--- src/rtl/lcd_bias_pwm_multi.sv ---
// Multi-channel left-aligned PWM for LCD bias/contrast, with a shared phase counter,
// a prescaler, a global enable and shadow levels reloaded only at period boundaries.
module lcd_bias_pwm_multi #(
  parameter int                  CHANNELS = 4,
  parameter int                  LEVEL_W  = 2,
  parameter int                  DIV_W    = 8,
  parameter logic [CHANNELS-1:0] INVERT   = {CHANNELS{1'b0}}
) (
  input  logic                          clk,
  input  logic                          rstn,
  input  logic                          en,
  input  logic [DIV_W-1:0]              prescale,
  input  logic [CHANNELS*LEVEL_W-1:0]   level,
  output logic [CHANNELS-1:0]           pwm_out,
  output logic                          period_start
);

  localparam int MAXL = (1 << LEVEL_W) - 1;
  localparam logic [LEVEL_W-1:0] LAST_PHASE = LEVEL_W'(MAXL - 1);

  logic [DIV_W-1:0]                 div_q, div_d;
  logic [LEVEL_W-1:0]               phase_q, phase_d;
  logic [CHANNELS-1:0][LEVEL_W-1:0] shadow_q, shadow_d;
  logic                             armed_q, armed_d;
  logic                             pstart_q, pstart_d;
  logic [CHANNELS-1:0]              pwm_q, pwm_d;
  logic                             tick;

  always_comb begin
    div_d    = div_q;
    phase_d  = phase_q;
    shadow_d = shadow_q;
    armed_d  = armed_q;
    pstart_d = 1'b0;
    tick     = (div_q >= prescale);

    if (!en) begin
      div_d   = '0;
      phase_d = '0;
      armed_d = 1'b0;
    end else if (!armed_q) begin
      shadow_d = level;
      phase_d  = '0;
      div_d    = '0;
      armed_d  = 1'b1;
      pstart_d = 1'b1;
    end else if (tick) begin
      div_d = '0;
      if (phase_q == LAST_PHASE) begin
        phase_d  = '0;
        shadow_d = level;
        pstart_d = 1'b1;
      end else begin
        phase_d = phase_q + LEVEL_W'(1);
      end
    end else begin
      div_d = div_q + DIV_W'(1);
    end

    // Output flop is loaded from next-state values so it lines up with phase_q.
    for (int unsigned i = 0; i < CHANNELS; i++) begin
      pwm_d[i] = (armed_d && (phase_d < shadow_d[i])) ^ INVERT[i];
    end
  end

  always_ff @(posedge clk or negedge rstn) begin
    if (!rstn) begin
      div_q    <= '0;
      phase_q  <= '0;
      shadow_q <= '0;
      armed_q  <= 1'b0;
      pstart_q <= 1'b0;
      pwm_q    <= INVERT;
    end else begin
      div_q    <= div_d;
      phase_q  <= phase_d;
      shadow_q <= shadow_d;
      armed_q  <= armed_d;
      pstart_q <= pstart_d;
      pwm_q    <= pwm_d;
    end
  end

  assign pwm_out      = pwm_q;
  assign period_start = pstart_q;

endmodule

--- config.mk ---
export PLATFORM = sky130hd
export DESIGN_NAME = lcd_bias_pwm_multi
export DESIGN_NICKNAME = d
export VERILOG_FILES = /design/src/rtl/lcd_bias_pwm_multi.sv
export SDC_FILE = /design/constraint.sdc
export NUM_CORES = 1
export LEC_CHECK = 0
export CAP_MARGIN = 30
export CELL_PAD_IN_SITES_DETAIL_PLACEMENT = 1
export CELL_PAD_IN_SITES_GLOBAL_PLACEMENT = 1
export CORE_MARGIN = 2
export CORE_UTILIZATION = 41
export CTS_CLUSTER_SIZE = 8
export DETAILED_ROUTE_END_ITERATION = 8
export PLACE_DENSITY_LB_ADDON = 0.1
export SYNTH_ARGS = -nofsm -noshare
export SYNTH_HDL_FRONTEND = slang
export SYNTH_SLANG_ARGS = --single-unit
--- constraint.sdc ---
create_clock -name clk -period 3.75 [get_ports clk]
set_input_delay 0.75 -clock clk [delete_from_list [all_inputs] [get_ports clk]]
set_output_delay 0.75 -clock clk [all_outputs]
set_load 0.05 [all_outputs]
==> impl_metrics.py, run 1 <==
# Auto-generated metrics
metrics = {
    "outcome": {
        "status": "finished, final reports clean",
    },
    "critical_path": {
        "critPathRequiredTime_ns": 3.97,
        "cp_max_fo": 5,
        "critical_path.top_delay_family": "AND-OR/OR-AND gates",
        "reg2reg_depth": 13,
        "start_kind": "primary input",
        "r2r_slack_ns": 0.75,
        "crit_path_top_delay_cell": "o31ai_2",
        "path_cells": "clkdlybuf4s50_1, inv_1, ha_1, nand4_1, o31ai_2, mux2i_1, nor2_1, buf_4, ha_1, nor3b_1, o2bb2ai_1, a22oi_1, o41ai_1",
        "crit_path_frequent_cell": "ha_1",
        "r2r_end": "pwm_out[0]",
        "slowest_delay_ns": 0.55,
        "crit_buf_inv": 3,
    },
    "final_layout": {
        "n_antenna_cell": 0,
        "area.growth.synth_to_final_pct": 23.7,
        "final_nets": 195,
        "mostFrequentLayoutCells": "dfrtp_1, clkdlybuf4s50_1, inv_1, ha_1, nor2_1",
    },
    "yosys": {
        "synth_seq_share_pct": 41.0,
        "synth_top_flop_cell": "dfrtp_1",
        "asyncSetResetFlopFracSynth_pct": 100,
        "syn-mean-instance-area_um2": 10.9,
        "synth_stat.cells": 135,
        "synth_flops": 24,
        "syn-num-nets": 167,
        "ys.warnings.count": 0,
        "syn-instance-count": 135,
    },
    "placed_design": {
        "dpl.hpwl_um": 2610,
        "place.gp.congestion": 0.783,
        "numPortBuffers": 23,
    },
    "drt": {
        "ant_nets": 0,
        "post_drt_wl_per_cell_um": 16.3,
        "routed_wl_um": 3390,
        "remaining_drc_errors": 0,
        "vias": 1118,
    },
    "sta": {
        "final-setup-viol-count": 0,
        "period_used_pct": 91.5,
        "final_max_slew_viol_count": 0,
        "tightestPinTransition_ns": 0.837,
        "post-route-min-period_ns": 3.43,
        "rsz0062_at_grt": "false",
        "timing.setup.tns_ns": 0,
        "relSlewSlack_pct": 43.7,
        "hold_violations": 0,
    },
    "hold_path": {
        "min_from": "shadow_q[1]",
        "hp-class": "reg2reg",
        "hold_depth": 1,
    },
    "grt": {
        "grt-ovfl-total": 0,
        "antenna_found_initial": 0,
        "grt_pass1_vias": 1224,
        "grt_pass1_wl_um": 5840,
        "grt_start_max_net_pins": 15,
    },
    "cts": {
        "h-tree-depth": 1,
        "numCtsBuffers": 3,
        "clock_latency_ns": 0.32,
        "clk_pin_slew_ns": 0.14,
        "ctsHoldBuffers": 0,
        "cts_resized": 0,
        "cts_tree": "built",
        "cts_setup_buffers": 0,
        "cts_root_buffer": "clkbuf_4",
    },
    "floorplan": {
        "rows": 21,
        "die_h_um": 63.8,
        "fp_util_pct": 43.2,
        "fp.dieW_um": 63.8,
    },
    "pwr": {
        "leakagePower_nw": 0.814,
    },
    "job": {
        "warning_count": 26,
        "cap_violations": 0,
    },
}
-- run 1: where the power goes --
part           switching [mW]  internal (mW)  total [mW]
combinational          0.0711         0.0750       0.146
sequential             0.0141          0.283       0.298
clock                  0.0835          0.108       0.192
total                   0.169          0.467       0.635
-- run 1: per-stage QoR --
| step | worst slack, ns | hold slack, ns | instance area [um^2] | power (mW) | instances |
|---|---|---|---|---|---|
| 2_1_floorplan | 0.745 | 0.454 | 1470 | 0.391 | 135 |
| 3_3_place_gp | 0.144 | 0.489 | 1750 | 0.442 | 203 |
| 3_5_place_dp | 0.0328 | 0.495 | 1760 | 0.449 | 204 |
| 4_1_cts | 0.324 | 0.528 | 1810 | 0.645 | 208 |
| 5_1_grt | 0.119 | 0.554 | 1810 | 0.666 | 208 |
| 6_report | 0.319 | 0.523 | 1810 | 0.635 | 208 |
-- run 1: worst max path at each step --
stage               depth (start not counted)         from    endpoint  slack [ns]
global route                               13  prescale[7]  pwm_out[0]        0.12
CTS                                        13  prescale[7]  pwm_out[0]        0.32
finish                                     13  prescale[7]  pwm_out[0]        0.32
floorplan                                  12  prescale[0]  pwm_out[2]        0.75
detailed placement                         12  prescale[7]  pwm_out[0]        0.03
global placement                           13  prescale[7]  pwm_out[0]        0.14
-- run 1: layer usage --
layer	vias up	routed length, um	global-route usage [%]
met5	-	0	0
met4	0	36	5.16
met3	4	109	2.82
met2	23	1600	30.5
met1	559	1650	25.0
li1	532	-	-
-- run 1: final cells by class --
class	count	area, um^2
Inverter	13	48.8
Clock inverter	1	30.0
Clock buffer	3	22.5
Multi-Input combinational cell	96	801
Tap cell	46	57.6
Sequential cell	24	601
Fill cell	369	1580
Timing Repair Buffer	25	253
-- run 1: logic make-up after synthesis --
logic type               share of synthesized area, %
AND-OR/OR-AND                                    12.6
AND/OR/NAND/NOR                                  15.2
buffers and inverters                            4.36
XOR/XNOR                                         4.18
multiplexers                                     11.5
adder cells (fa/ha/maj)                          11.1
flip-flops                                       41.0
-- run 1: synth_stat cells (3+ instances only) --
| cell | number | area, um^2 |
|---|---|---|
| a21oi_1 | 7 | 35.0 |
| dfrtp_1 | 24 | 601 |
| ha_1 | 13 | 163 |
| inv_1 | 13 | 48.8 |
| mux2_2 | 3 | 33.8 |
| mux2_4 | 5 | 75.1 |
| mux2i_1 | 6 | 60.1 |
| nand2_1 | 4 | 15.0 |
| nand3_1 | 5 | 25.0 |
| nand4b_1 | 4 | 35.0 |
| nor2_1 | 12 | 45.0 |
| o21ai_0 | 3 | 15.0 |
| xor2_1 | 6 | 52.6 |
-- run 1: flip-flops by register name, indices dropped and copies added, names as in the netlist --
name / flops
period_start: 1
div_q: 8
pwm_out: 4
armed_q: 1
phase_q: 2
shadow_q: 8
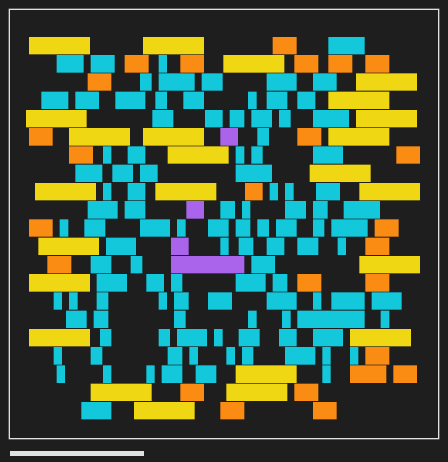
**Above:** run 1 (placed cells, one colour a class).
The bar under the picture is 20 um long.
| colour | class | cells |
|---|---|---|
| cyan | combinational and other logic | 109 |
| yellow | flops | 24 |
| purple | clock drivers and dummy loads | 4 |
| orange | other buffers and delay cells | 25 |
fin area: 1810 um^2
core region area: 3390 um^2

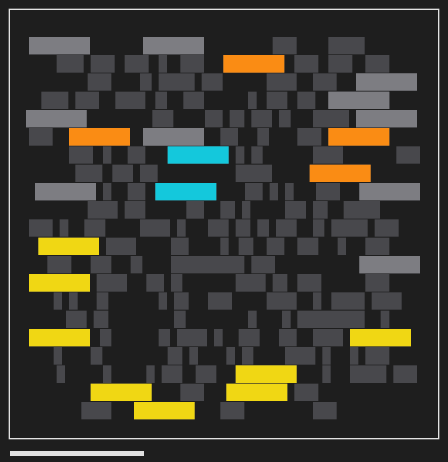
**Above:** run 1 (where the registers sit).
The bar under the picture is 20 um long. Other sequential cells in the stronger grey, the rest of the logic in the fainter grey.
| colour | netlist name | placed flops |
|---|---|---|
| orange | pwm_out | 4 |
| cyan | phase_q | 2 |
| yellow | div_q | 8 |
Reg area: 601 um^2
Seq group: 298 uW
Seq/total area: 33.1%
final core occ: 53.5%

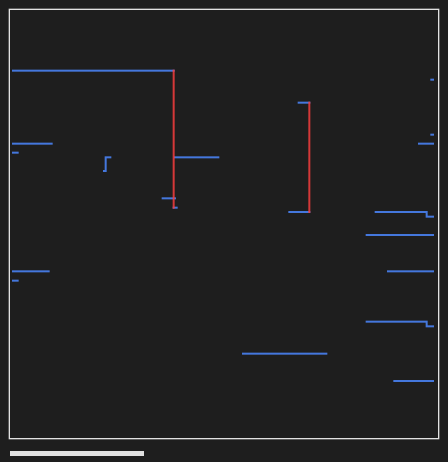
**Above:** run 1 (wiring by layer).
The bar under the picture is 20 um long. Only two layers are drawn.
| colour | layer | wire length |
|---|---|---|
| red | metal 4 | 36.7 um |
| blue | metal 3 | 109 um |

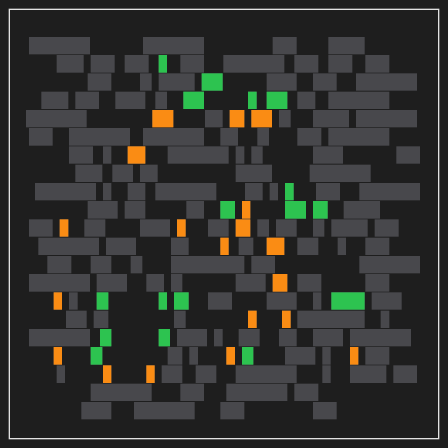
**Above:** run 1 (gate families picked out).
| colour | family | cells |
|---|---|---|
| green | NAND gates | 17 |
| orange | NOR gates | 19 |
most instantiated logic cell after routing: dfrtp_1
post-route insts no fill: 208

**Run 1: track usage over the die**

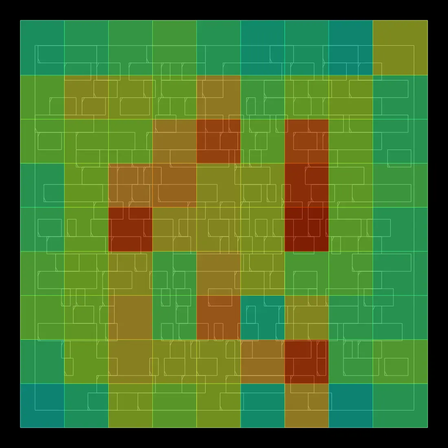

## Run 2: what changed since run 1
--- a/config.mk
+++ b/config.mk
@@ -9,9 +9,11 @@
 export CELL_PAD_IN_SITES_DETAIL_PLACEMENT = 1
 export CELL_PAD_IN_SITES_GLOBAL_PLACEMENT = 1
 export CORE_MARGIN = 2
-export CORE_UTILIZATION = 41
+export CORE_UTILIZATION = 49
+export CTS_CLUSTER_DIAMETER = 100
 export CTS_CLUSTER_SIZE = 8
 export DETAILED_ROUTE_END_ITERATION = 8
+export DONT_BUFFER_PORTS = 1
 export PLACE_DENSITY_LB_ADDON = 0.1
 export SYNTH_ARGS = -nofsm -noshare
 export SYNTH_HDL_FRONTEND = slang
==> constraint.sdc (replaced) <==
create_clock -name clk -period 3.75 [get_ports clk]
set_input_delay 0.75 -clock clk [delete_from_list [all_inputs] [get_ports clk]]
set_output_delay 0.75 -clock clk [all_outputs]
set_load 0.01 [all_outputs]
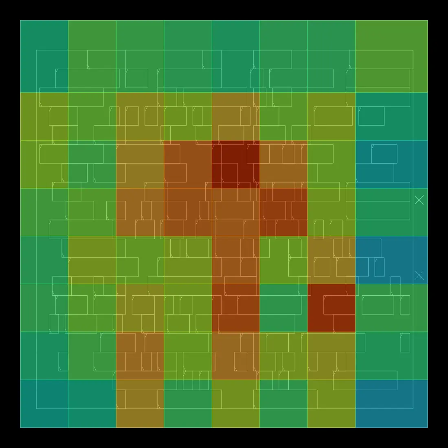
**Above:** run 2 (track usage over the die).
Wirelength per Cell: 17.4 um
Tot GR Track Use: 19.5%
met1 usage: 27.5%
busiest layer in global routing: met2

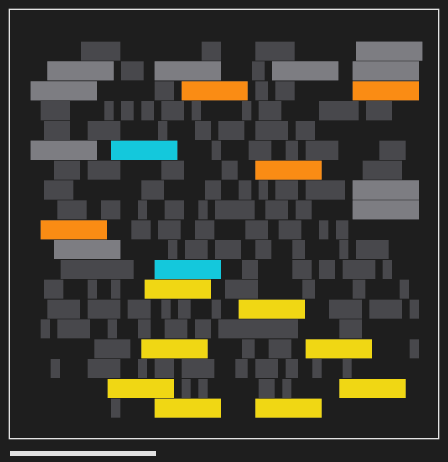
**Above:** run 2 (where the registers sit).
The bar under the picture is 20 um long. Other sequential cells in the stronger grey, the rest of the logic in the fainter grey.
| colour | netlist name | placed flops |
|---|---|---|
| cyan | phase_q | 2 |
| yellow | div_q | 8 |
| orange | pwm_out | 4 |

==> run 2 against run 1 <==
  * The run now ends with DRC left
  * Fmax up 15%
  * Area after synthesis unchanged
  * Non-clock buffer count down 25
  * Clock power about the same
  * Cell count down 19%
  * Sequential power up 1%
  * First-iteration DRC count up 32%
  * Critical path depth down 1
  * Clock skew up 0.0060 ns
  * Sequential share of layout area up 5.8 points
  * Critical endpoint is now pwm_out[2]
  * Largest cell class unchanged
  * Largest power group unchanged
==> impl_metrics.py, run 2 <==
# Auto-generated metrics
metrics = {
    "sta": {
        "hold_violations": 0,
        "tightestPinTransition_ns": 0.765,
        "final_max_slew_viol_count": 0,
        "rsz0062_at_grt": "false",
        "clock_skew_ns": 0.0122,
        "period_used_pct": 79.5,
        "relSlewSlack_pct": 48.5,
        "post-route-min-period_ns": 2.98,
        "final-setup-viol-count": 0,
        "timing.setup.tns_ns": 0,
    },
    "cts": {
        "h-tree-depth": 1,
        "cts_resized": 0,
        "cts_root_buffer": "clkbuf_4",
        "numCtsBuffers": 3,
        "cts_tree": "built",
        "ctsHoldBuffers": 0,
        "cts_setup_buffers": 0,
        "clock_latency_ns": 0.33,
        "clk_pin_slew_ns": 0.14,
    },
    "critical_path": {
        "cp_max_fo": 13,
        "critPathRequiredTime_ns": 3.98,
        "r2r_slack_ns": 0.77,
        "start_kind": "flip-flop",
        "reg2reg_depth": 12,
        "r2r_end": "pwm_out[2]",
    },
    "final_layout": {
        "logic_area_um2": 801,
        "final_nets": 170,
        "n_antenna_cell": 0,
        "lay_top_count": "dfrtp_1",
        "ff_latch_area_um2": 601,
        "mostFrequentLayoutCells": "dfrtp_1, inv_1, ha_1",
        "fill_cells": 300,
        "area.growth.synth_to_final_pct": 5.21,
    },
    "yosys": {
        "syn-mean-instance-area_um2": 10.9,
        "synth_flops": 24,
        "asyncSetResetFlopFracSynth_pct": 100,
        "area_leaders": "dfrtp_1, ha_1, mux2_4",
        "synth_top_flop_cell": "dfrtp_1",
        "most_common_cell": "dfrtp_1",
        "syn-num-nets": 167,
        "yosys.area.top_type_share_pct": 41.0,
        "ys.warnings.count": 0,
        "synth_stat.cells": 135,
        "top_area_cell": "dfrtp_1",
    },
    "grt": {
        "grt-ovfl-total": 0,
        "grt_pass1_vias": 1077,
        "grt_start_max_net_pins": 25,
        "grt_pass1_wl_um": 4970,
        "antenna_found_initial": 0,
    },
    "outcome": {
        "status": "complete, but fails checks",
        "violations": "DRC",
    },
    "placed_design": {
        "dpl.hpwl_um": 2280,
        "numPortBuffers": 0,
        "place.gp.congestion": 0.725,
    },
    "floorplan": {
        "fp_util_pct": 52.2,
        "rows": 19,
        "core-area_um2": 2810,
        "die_h_um": 58.7,
        "fp.dieW_um": 58.7,
    },
    "drt": {
        "remaining_drc_errors": 2,
        "ant_nets": 0,
        "vias": 999,
    },
    "pwr": {
        "leakagePower_nw": 0.712,
        "finalPower_uw": 571,
    },
    "hold_path": {
        "hp-class": "in2async",
    },
    "job": {
        "warning_count": 26,
        "cap_violations": 0,
    },
}
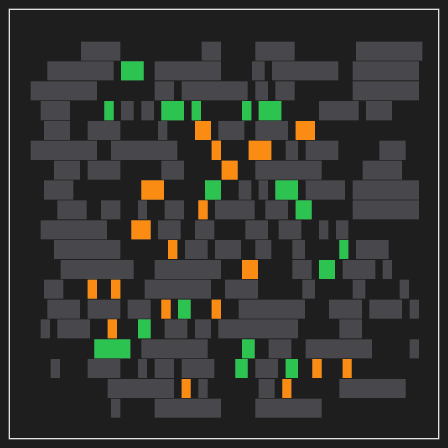
**Above:** run 2 (gate families picked out).
| colour | family | cells |
|---|---|---|
| green | NAND gates | 17 |
| orange | NOR gates | 19 |

[run 2: metrics by stage]
| stage | area [um^2] | cells | hold WS [ns] | utilization (%) | setup WS, ns |
|---|---|---|---|---|---|
| 6_report | 1540 | 168 | 0.0897 | 55.0 | 0.770 |
| 5_1_grt | 1540 | 168 | 0.0543 | 55.0 | 0.604 |
| 4_1_cts | 1540 | 168 | 0.0656 | 55.0 | 0.770 |
| 3_5_place_dp | 1490 | 164 | 0.455 | 53.1 | 0.506 |
| 3_3_place_gp | 1490 | 164 | 0.455 | 53.1 | 0.615 |
| 2_1_floorplan | 1470 | 135 | 0.454 | - | 0.745 |
[run 2: critical path, stage by stage, from the launching register on]
cell	delay (ns)
dfrtp_1	0.45
inv_1	0.07
ha_1	0.26
nand2b_4	0.15
a2111oi_4	0.41
o31ai_2	0.18
o21a_4	0.31
mux2i_1	0.15
ha_1	0.23
nor3b_1	0.32
a21oi_1	0.12
a2bb2oi_1	0.14
o41ai_1	0.10
[run 2: worst max path at each step]
stage           startpoint         end  slack [ns]  depth (start not counted)
5_1_grt           div_q[0]  pwm_out[0]        0.60                         12
6_report          div_q[0]  pwm_out[2]        0.77                         12
4_1_cts           div_q[0]  pwm_out[2]        0.77                         12
2_1_floorplan  prescale[0]  pwm_out[2]        0.75                         12
3_5_place_dp   prescale[0]  pwm_out[2]        0.51                         11
3_3_place_gp   prescale[0]  pwm_out[0]        0.61                         11
[run 2: area by class of cell]
cell class	count	share of cell area, %
clock buffer	3	1.46
clock inverter	1	1.95
inverter	13	3.17
multi-input combinational	96	51.9
sequential	24	39.0
tap	31	2.52
[run 2: cell families (layout without fill, tap and decap cells)]
logic type	Yosys count	count (layout)	share of synthesized area (%)
AND/OR/NAND/NOR	39	39	15.2
buffers and inverters	15	17	4.36
XOR/XNOR	7	7	4.18
adder cells (fa/ha/maj)	13	13	11.1
AND-OR/OR-AND	23	23	12.6
multiplexers	14	14	11.5
flip-flops	24	24	41.0
[run 2: layer usage]
layer	track usage, %	share of wire, %	wire length [um]	vias to the layer above
li1	-	-	-	487
met1	27.5	51	1500	486
met2	29.9	44	1270	21
met3	2.64	3.3	95	5
met4	8.77	1.8	54	0
met5	0	0	0	-
[run 2: power by group]
group	leakage (nW)	switching, mW	internal, mW
combinational	0.377	0.0325	0.0458
clock	0.0279	0.0823	0.108
sequential	0.308	0.0184	0.284
**Run 2: wiring by layer**

The bar under the picture is 20 um long. Only two layers are drawn.
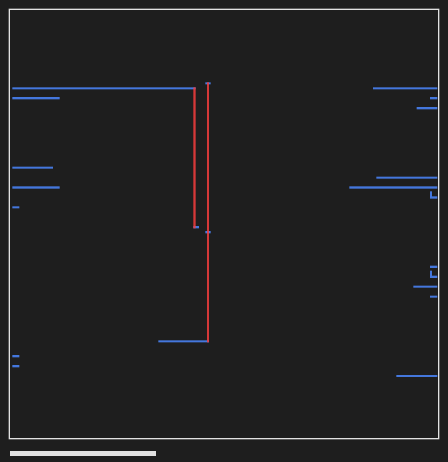

## Run 3: what changed since run 2
--- a/config.mk
+++ b/config.mk
@@ -9,7 +9,7 @@
 export CELL_PAD_IN_SITES_DETAIL_PLACEMENT = 1
 export CELL_PAD_IN_SITES_GLOBAL_PLACEMENT = 1
 export CORE_MARGIN = 2
-export CORE_UTILIZATION = 49
+export CORE_UTILIZATION = 44
 export CTS_CLUSTER_DIAMETER = 100
 export CTS_CLUSTER_SIZE = 8
 export DETAILED_ROUTE_END_ITERATION = 8
==> constraint.sdc (replaced) <==
create_clock -name clk -period 2.5 [get_ports clk]
set_input_delay 0.5 -clock clk [delete_from_list [all_inputs] [get_ports clk]]
set_output_delay 0.5 -clock clk [all_outputs]
set_load 0.01 [all_outputs]
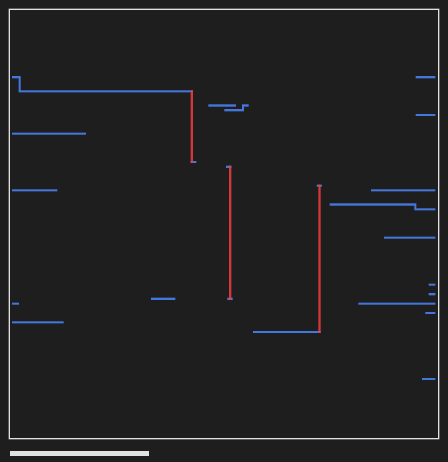
**Above:** run 3 (wiring by layer).
The bar under the picture is 20 um long. Only two layers are drawn.
| colour | layer | wire length |
|---|---|---|
| red | metal 4 | 50.3 um |
| blue | metal 3 | 125 um |

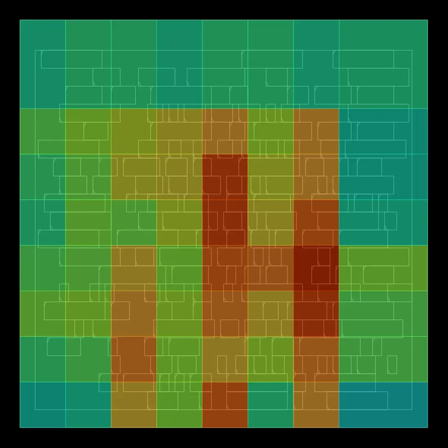
**Above:** run 3 (track usage over the die).
Tot GR Track Use: 20.5%
met1 usage: 24.8%
final core occ: 60.7%
met3 GRT Util: 3.11%

==> run 3 against run 2 <==
  * The run ends with setup timing left
  * Clock skew is 0.0086 ns lower
  * Wire length is 30% higher
  * Die area is 11% higher
  * Sequential power is about 50% higher
  * Fmax is 12% higher
  * Clock power is 6% lower
  * Non-clock buffer count is 24 higher
  * First-iteration DRC count is 41% lower
  * Via count is 16% higher
  * Largest cell class unchanged
==> impl_metrics.py, run 3 <==
# Auto-generated metrics
metrics = {
    "cts": {
        "cts_root_buffer": "clkbuf_4",
        "clk_pin_slew_ns": 0.14,
        "h-tree-depth": 1,
        "clk_path_buf_depth": 2,
        "clock_latency_ns": 0.32,
        "numCtsBuffers": 3,
        "cts_tree": "built",
        "numClockSinks": 24,
    },
    "hold_path": {
        "hp-class": "in2reg",
        "hold_depth": 0,
    },
    "critical_path": {
        "crit_buf_inv": 1,
        "cp-endpoint": "pwm_out[2]",
        "cp.arrival_ns": 2.87,
        "worstSetupPathType": "reg2reg",
        "critPathRequiredTime_ns": 2.71,
        "slowest_delay_ns": 0.41,
        "crit_path_top_delay_cell": "dfrtp_1",
        "path_cells": "inv_2, ha_4, nand2b_4, a2111oi_4, o31ai_4, o21a_4, mux2i_1, ha_2, nor3b_2, a21oi_1, a2bb2oi_2, o41ai_2",
        "r2r_slack_ns": -0.17,
        "cp.depth": 12,
        "cp-startpoint": "div_q[0]",
        "r2r_end": "pwm_out[2]",
        "reg2reg_from": "div_q[0]",
        "cp-end-kind": "flip-flop",
        "reg2reg_depth": 12,
        "cp_max_fo": 6,
        "start_kind": "flip-flop",
        "critical_path.top_delay_family": "AND-OR/OR-AND gates",
    },
    "yosys": {
        "synthTopCellsByCount": "dfrtp_1, ha_1, inv_1",
        "synth_top_flop_cell": "dfrtp_1",
        "most_common_cell": "dfrtp_1",
        "syn-mean-instance-area_um2": 10.9,
        "syn-instance-count": 135,
        "area_leaders": "dfrtp_1, ha_1, mux2_4",
        "synthesis.area_um2": 1470,
        "synth_cell_types": 35,
        "synth_flops": 24,
        "synth_seq_share_pct": 41.0,
        "top_area_cell": "dfrtp_1",
        "synth_stat.cells": 135,
        "yosys.area.top_type_share_pct": 41.0,
        "edf_count": 0,
        "syn-num-nets": 167,
        "ys.warnings.count": 0,
        "asyncSetResetFlopFracSynth_pct": 100,
        "yosys-stat-area_um2": 1470,
    },
    "final_layout": {
        "fill_cells": 347,
        "fin_cells": 204,
        "final_nets": 194,
        "drive_gt1_share_pct": 40.0,
        "fin_area_um2": 1880,
        "mostFrequentLayoutCells": "dfrtp_1, buf_4, nor2_1",
        "logic_area_um2": 961,
        "ff_latch_area_um2": 601,
        "area.growth.synth_to_final_pct": 28.5,
        "n_antenna_cell": 0,
        "lay_top_count": "dfrtp_1",
    },
    "floorplan": {
        "fp.dieW_um": 61.7,
        "chipArea_um2": 3810,
        "rows": 20,
        "die_h_um": 61.7,
        "fp_util_pct": 47.2,
        "ios": 24,
        "core-area_um2": 3100,
    },
    "grt": {
        "antenna_found_initial": 0,
        "grtUsageMet2_pct": 38.2,
        "grt-ovfl-total": 0,
        "grt_start_max_net_pins": 25,
        "grt_pass1_wl_um": 5620,
        "grt_busiest_layer": "met2",
        "grt_pass1_vias": 1210,
    },
    "drt": {
        "post_drt_wl_per_cell_um": 18.7,
        "avgViaCountPerCell": 5.68,
        "ant_nets": 0,
        "routed_wl_um": 3810,
        "remaining_drc_errors": 0,
        "vias": 1159,
        "drt_iter0_markers": 17,
        "dr.pass1.iters": 4,
    },
    "placed_design": {
        "dpl.hpwl_um": 2730,
        "placedCellCount": 194,
        "numPortBuffers": 0,
        "postPlaceCellArea_um2": 1710,
        "place.gp.congestion": 0.832,
    },
    "sta": {
        "clock.fmax_ghz": 0.375,
        "final-setup-viol-count": 3,
        "rsz0062_at_grt": "true",
        "final_max_slew_viol_count": 0,
        "fin_ws_ns": -0.167,
        "relSlewSlack_pct": 66.7,
        "period_used_pct": 107,
        "hold_violations": 0,
        "clock_skew_ns": 0.00361,
        "post-route-min-period_ns": 2.67,
        "tightestPinTransition_ns": 0.497,
    },
    "pwr": {
        "leakagePower_nw": 0.841,
        "power_per_cell_area_nw_per_um2": 427,
        "ir_drop_v": 0.000214,
    },
    "outcome": {
        "status": "complete, but fails checks",
        "violations": "setup timing",
    },
    "job": {
        "warning_count": 29,
        "cap_violations": 0,
    },
}
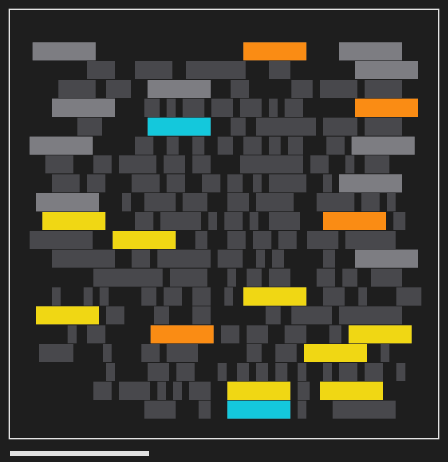
**Above:** run 3 (where the registers sit).
The bar under the picture is 20 um long. Other sequential cells in the stronger grey, the rest of the logic in the fainter grey.
| colour | netlist name | placed flops |
|---|---|---|
| orange | pwm_out | 4 |
| cyan | phase_q | 2 |
| yellow | div_q | 8 |
Seq group: 452 uW
Seq/total area: 31.9%

run 3: final cells by class:
class / instances / area share [%]
Tap cell: 44 / 2.92
Clock buffer: 3 / 1.20
Sequential cell: 24 / 31.9
Timing Repair Buffer: 24 / 10.4
Multi-Input combinational cell: 96 / 51.0
Inverter: 13 / 2.59
run 3: worst min path at each step:
stage / from / end / slack [ns]
6_report: en / armed_q / 0.19
5_1_grt: en / armed_q / 0.16
4_1_cts: en / armed_q / 0.19
3_5_place_dp: rstn / div_q[7] / 0.21
3_3_place_gp: rstn / div_q[7] / 0.20
2_1_floorplan: rstn / armed_q / 0.20
run 3: where the power goes:
part | leakage, nW | total [mW] | internal [mW] | switching, mW
registers | 0.308 | 0.452 | 0.425 | 0.0262
clock network | 0.0138 | 0.179 | 0.0565 | 0.122
logic | 0.519 | 0.174 | 0.0989 | 0.0748
run 3: stage by stage:
step | power, mW | setup slack [ns] | TNS, ns | hold slack (ns)
floorplan | 0.564 | -0.108 | -0.239 | 0.204
global placement | 0.588 | -0.198 | -0.532 | 0.205
detailed placement | 0.597 | -0.269 | -0.941 | 0.205
CTS | 0.792 | -0.127 | -0.339 | 0.186
global route | 0.849 | -0.272 | -0.866 | 0.165
finish | 0.804 | -0.167 | -0.376 | 0.188
run 3: layer usage:
| layer | up-vias | share of wire (%) |
|---|---|---|
| li1 | 531 | - |
| met1 | 596 | 42 |
| met2 | 26 | 53 |
| met3 | 6 | 3.3 |
| met4 | 0 | 1.3 |
| met5 | - | 0 |
run 3: cells by family (layout without fill, tap and decap cells):
group                    Yosys count  after routing  synth area share, %
AND-OR/OR-AND                     23             23                 12.6
buffers and inverters             15             40                 4.36
flip-flops                        24             24                 41.0
XOR/XNOR                           7              7                 4.18
multiplexers                      14             14                 11.5
AND/OR/NAND/NOR                   39             39                 15.2
adder cells (fa/ha/maj)           13             13                 11.1
run 3: repair_timing:
| action | CTS | global route |
|---|---|---|
| setup buffers | 3 | 3 |
| hold buffers | 2 | 0 |
| endpoints found under the setup margin | 4 | 4 |
| pin swaps | 9 | 10 |
| hold endpoints to repair | 24 | 0 |
| gates cloned | 0 | 0 |
| resized | 9 | 10 |
Power and IR drop assume default switching activity.
